==> images/layer_met2.png <==
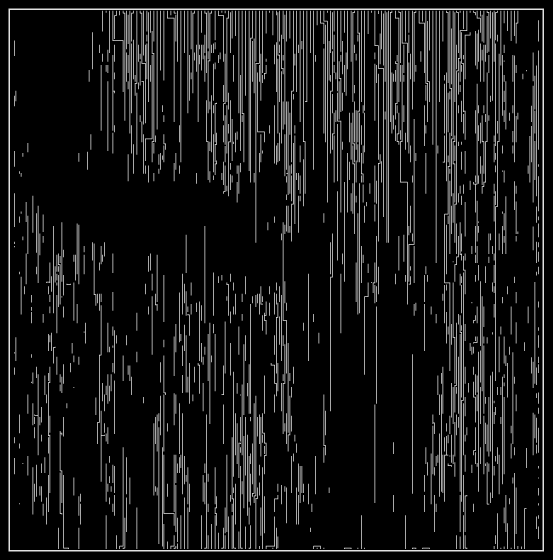
==> images/layer_met3.png <==
Scale bar: 50 µm. Cells faint in the background.
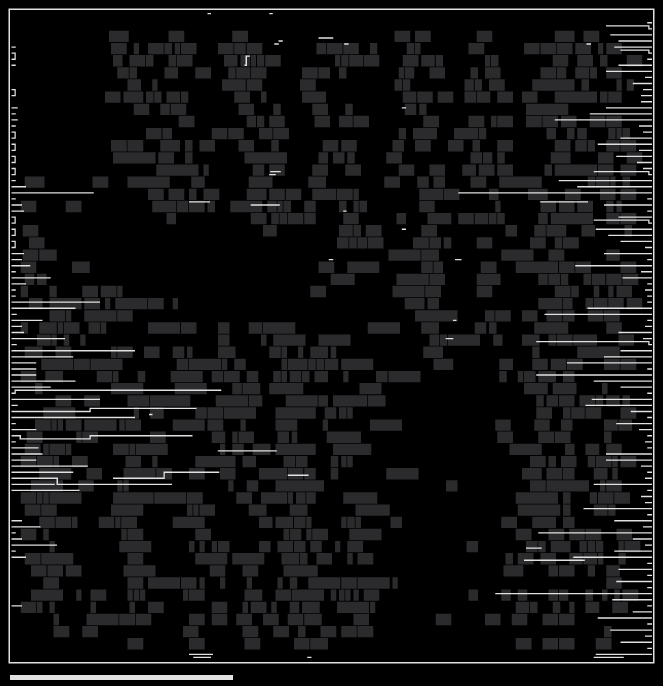
==> images/congestion.png <==
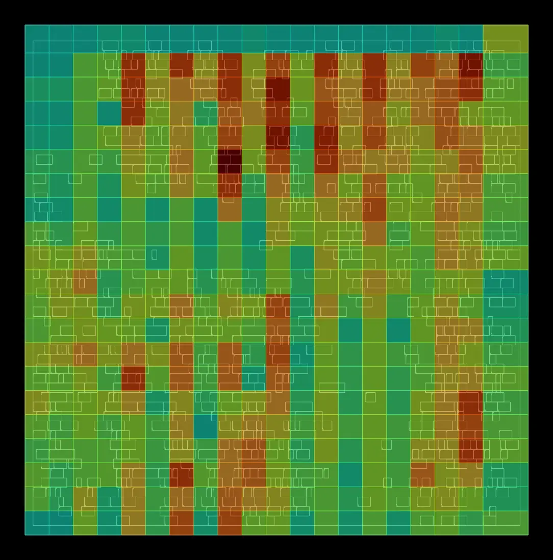
==> src/rtl/bus_fabric_ws.sv <==
// bus_fabric_ws: CPU-to-peripheral fabric with address decode, per-slave wait-state
// insertion, registered read-return select, optional byte swap and unmapped-access capture.
module bus_fabric_ws #(
  parameter int unsigned         NSLV     = 6,
  parameter logic [NSLV*8-1:0]   SLV_BASE = 48'hF0_E0_C0_80_40_00,
  parameter logic [NSLV*8-1:0]   SLV_MASK = {NSLV{8'hFF}},
  parameter logic [NSLV*4-1:0]   SLV_WAIT = {NSLV{4'd0}},
  parameter logic [NSLV-1:0]     SLV_SWAP = {NSLV{1'b0}}
) (
  input  logic                 clk_i,
  input  logic                 rst_i,
  input  logic [31:0]          cpu_addr_i,
  input  logic [31:0]          cpu_data_i,
  input  logic [3:0]           cpu_we_i,
  output logic [31:0]          cpu_data_o,
  output logic                 stall_o,
  output logic [NSLV-1:0]      slv_sel_o,
  output logic [31:0]          slv_data_o,
  output logic [3:0]           slv_we_o,
  input  logic [NSLV*32-1:0]   slv_data_i,
  output logic                 err_o,
  output logic [31:0]          err_addr_o,
  input  logic                 err_clr_i
);

  typedef enum logic {ST_IDLE, ST_WAIT} state_t;

  state_t            state_q, state_d;
  logic [3:0]        cnt_q, cnt_d;
  logic [NSLV-1:0]   sel_q, sel_d;
  logic              err_q, err_d;
  logic [31:0]       err_addr_q, err_addr_d;

  logic              hit;
  logic [NSLV-1:0]   sel_dec;
  logic [3:0]        hit_wait;
  logic              hit_swap;
  logic              stall;

  function automatic logic [31:0] bswap32(input logic [31:0] v);
    return {v[7:0], v[15:8], v[23:16], v[31:24]};
  endfunction

  // Priority decode: the first matching slave (lowest index) owns the access.
  always_comb begin
    hit      = 1'b0;
    sel_dec  = '0;
    hit_wait = 4'd0;
    hit_swap = 1'b0;
    for (int k = 0; k < NSLV; k++) begin
      if (!hit && ((cpu_addr_i[31:24] & SLV_MASK[8*k +: 8]) ==
                   (SLV_BASE[8*k +: 8] & SLV_MASK[8*k +: 8]))) begin
        hit        = 1'b1;
        sel_dec[k] = 1'b1;
        hit_wait   = SLV_WAIT[4*k +: 4];
        hit_swap   = SLV_SWAP[k];
      end
    end
  end

  always_comb begin
    slv_sel_o  = sel_dec;
    slv_data_o = hit_swap ? bswap32(cpu_data_i) : cpu_data_i;
    if (!hit)
      slv_we_o = 4'b0000;
    else if (hit_swap)
      slv_we_o = {cpu_we_i[0], cpu_we_i[1], cpu_we_i[2], cpu_we_i[3]};
    else
      slv_we_o = cpu_we_i;
  end

  // cnt holds the stall cycles still owed after the current one.
  always_comb begin
    state_d = state_q;
    cnt_d   = cnt_q;
    stall   = 1'b0;
    case (state_q)
      ST_IDLE: begin
        if (hit && (hit_wait != 4'd0)) begin
          stall   = 1'b1;
          cnt_d   = hit_wait - 4'd1;
          state_d = ST_WAIT;
        end
      end
      ST_WAIT: begin
        if (cnt_q != 4'd0) begin
          stall = 1'b1;
          cnt_d = cnt_q - 4'd1;
        end else begin
          state_d = ST_IDLE;
        end
      end
      default: state_d = ST_IDLE;
    endcase

    sel_d = stall ? sel_q : sel_dec;

    err_d      = err_q;
    err_addr_d = err_addr_q;
    if (err_clr_i) begin
      err_d      = 1'b0;
      err_addr_d = '0;
    end else if (!stall && !hit && !err_q) begin
      err_d      = 1'b1;
      err_addr_d = cpu_addr_i;
    end
  end

  always_ff @(posedge clk_i) begin
    if (rst_i) begin
      state_q    <= ST_IDLE;
      cnt_q      <= 4'd0;
      sel_q      <= '0;
      err_q      <= 1'b0;
      err_addr_q <= '0;
    end else begin
      state_q    <= state_d;
      cnt_q      <= cnt_d;
      sel_q      <= sel_d;
      err_q      <= err_d;
      err_addr_q <= err_addr_d;
    end
  end

  always_comb begin
    cpu_data_o = '0;
    for (int k = 0; k < NSLV; k++) begin
      if (sel_q[k])
        cpu_data_o = SLV_SWAP[k] ? bswap32(slv_data_i[32*k +: 32]) : slv_data_i[32*k +: 32];
    end
  end

  assign stall_o    = stall;
  assign err_o      = err_q;
  assign err_addr_o = err_addr_q;

endmodule

==> config.mk <==
export PLATFORM = sky130hd
export DESIGN_NAME = bus_fabric_ws
export DESIGN_NICKNAME = d
export VERILOG_FILES = /design/src/rtl/bus_fabric_ws.sv
export SDC_FILE = /design/constraint.sdc
export NUM_CORES = 1
export LEC_CHECK = 0
export CAP_MARGIN = 20
export CELL_PAD_IN_SITES_DETAIL_PLACEMENT = 0
export CELL_PAD_IN_SITES_GLOBAL_PLACEMENT = 1
export CORE_AREA = 2 2 142 144
export CTS_CLUSTER_DIAMETER = 40
export CTS_CLUSTER_SIZE = 25
export DETAILED_ROUTE_END_ITERATION = 12
export DIE_AREA = 0 0 144 146
export PLACE_DENSITY_LB_ADDON = 0.1
export SETUP_SLACK_MARGIN = 0.02
export SLEW_MARGIN = 10
export SYNTH_ARGS = -nofsm -noshare
export SYNTH_HDL_FRONTEND = slang
export SYNTH_SLANG_ARGS = --single-unit
==> constraint.sdc <==
create_clock -name clk_i -period 2.5 [get_ports clk_i]
set_clock_uncertainty 0.15 [all_clocks]
set_input_delay 0.5 -clock clk_i [delete_from_list [all_inputs] [get_ports clk_i]]
set_output_delay 0.5 -clock clk_i [all_outputs]
set_load 0.005 [all_outputs]
==> flow_summary.ini <==
; generated from flow reports
[layout]
diodes = 4
final_core_util = 0.4082
area.growth.synth_to_final_pct = 115.4
regArea_um2 = 890.9
sh_comb_area = 0.3446
drive_gt1_frac = 0.2215
seq_share = 0.1129
area_share_nonclk_buffers = 0.4585

[detailed_routing]
drt-met1-wl_um = 7425
dr.pass1.iters = 4
highest_layer = met4

[timing]
setup_slack_ns = -0.03485
finalSetupViolations = 6

[outcome]
violations = setup timing
status = finished with violations

[pwr]
pg_clk_uw = 792
p_clk_frac = 0.372

[grt]
overflow = 0
grt_pass1_vias = 4916

[worst_setup_path]
crit_arrival_ns = 1.88
cp_max_fo = 6
rrSetupSlack_ns = 0.27

[clock_network]
cts-htree-levels = 2

[logic_synthesis]
edf_count = 0
synth-adder-area-share = 0.003414
synthAoiAreaFrac = 0.3182

[die]
placementRows = 51

[job]
warnings = 28
-- layer_met2.png (at the start) --
share of all routed wire	52%
main direction	vertical
nets with wire on the layer	928
longest straight run	68.1 µm
drt total wl: 19400 µm
Vias: 4867

-- layer_met3.png (at the start) --
share of all routed wire	7.4%
wire length on this layer	1440 µm
nets with wire on the layer	187
main direction	horizontal
grt met3 use: 0.04080

-- congestion.png (at the start) --
GRT Overall Usage: 0.1695
met1 GRT Util: 0.1865

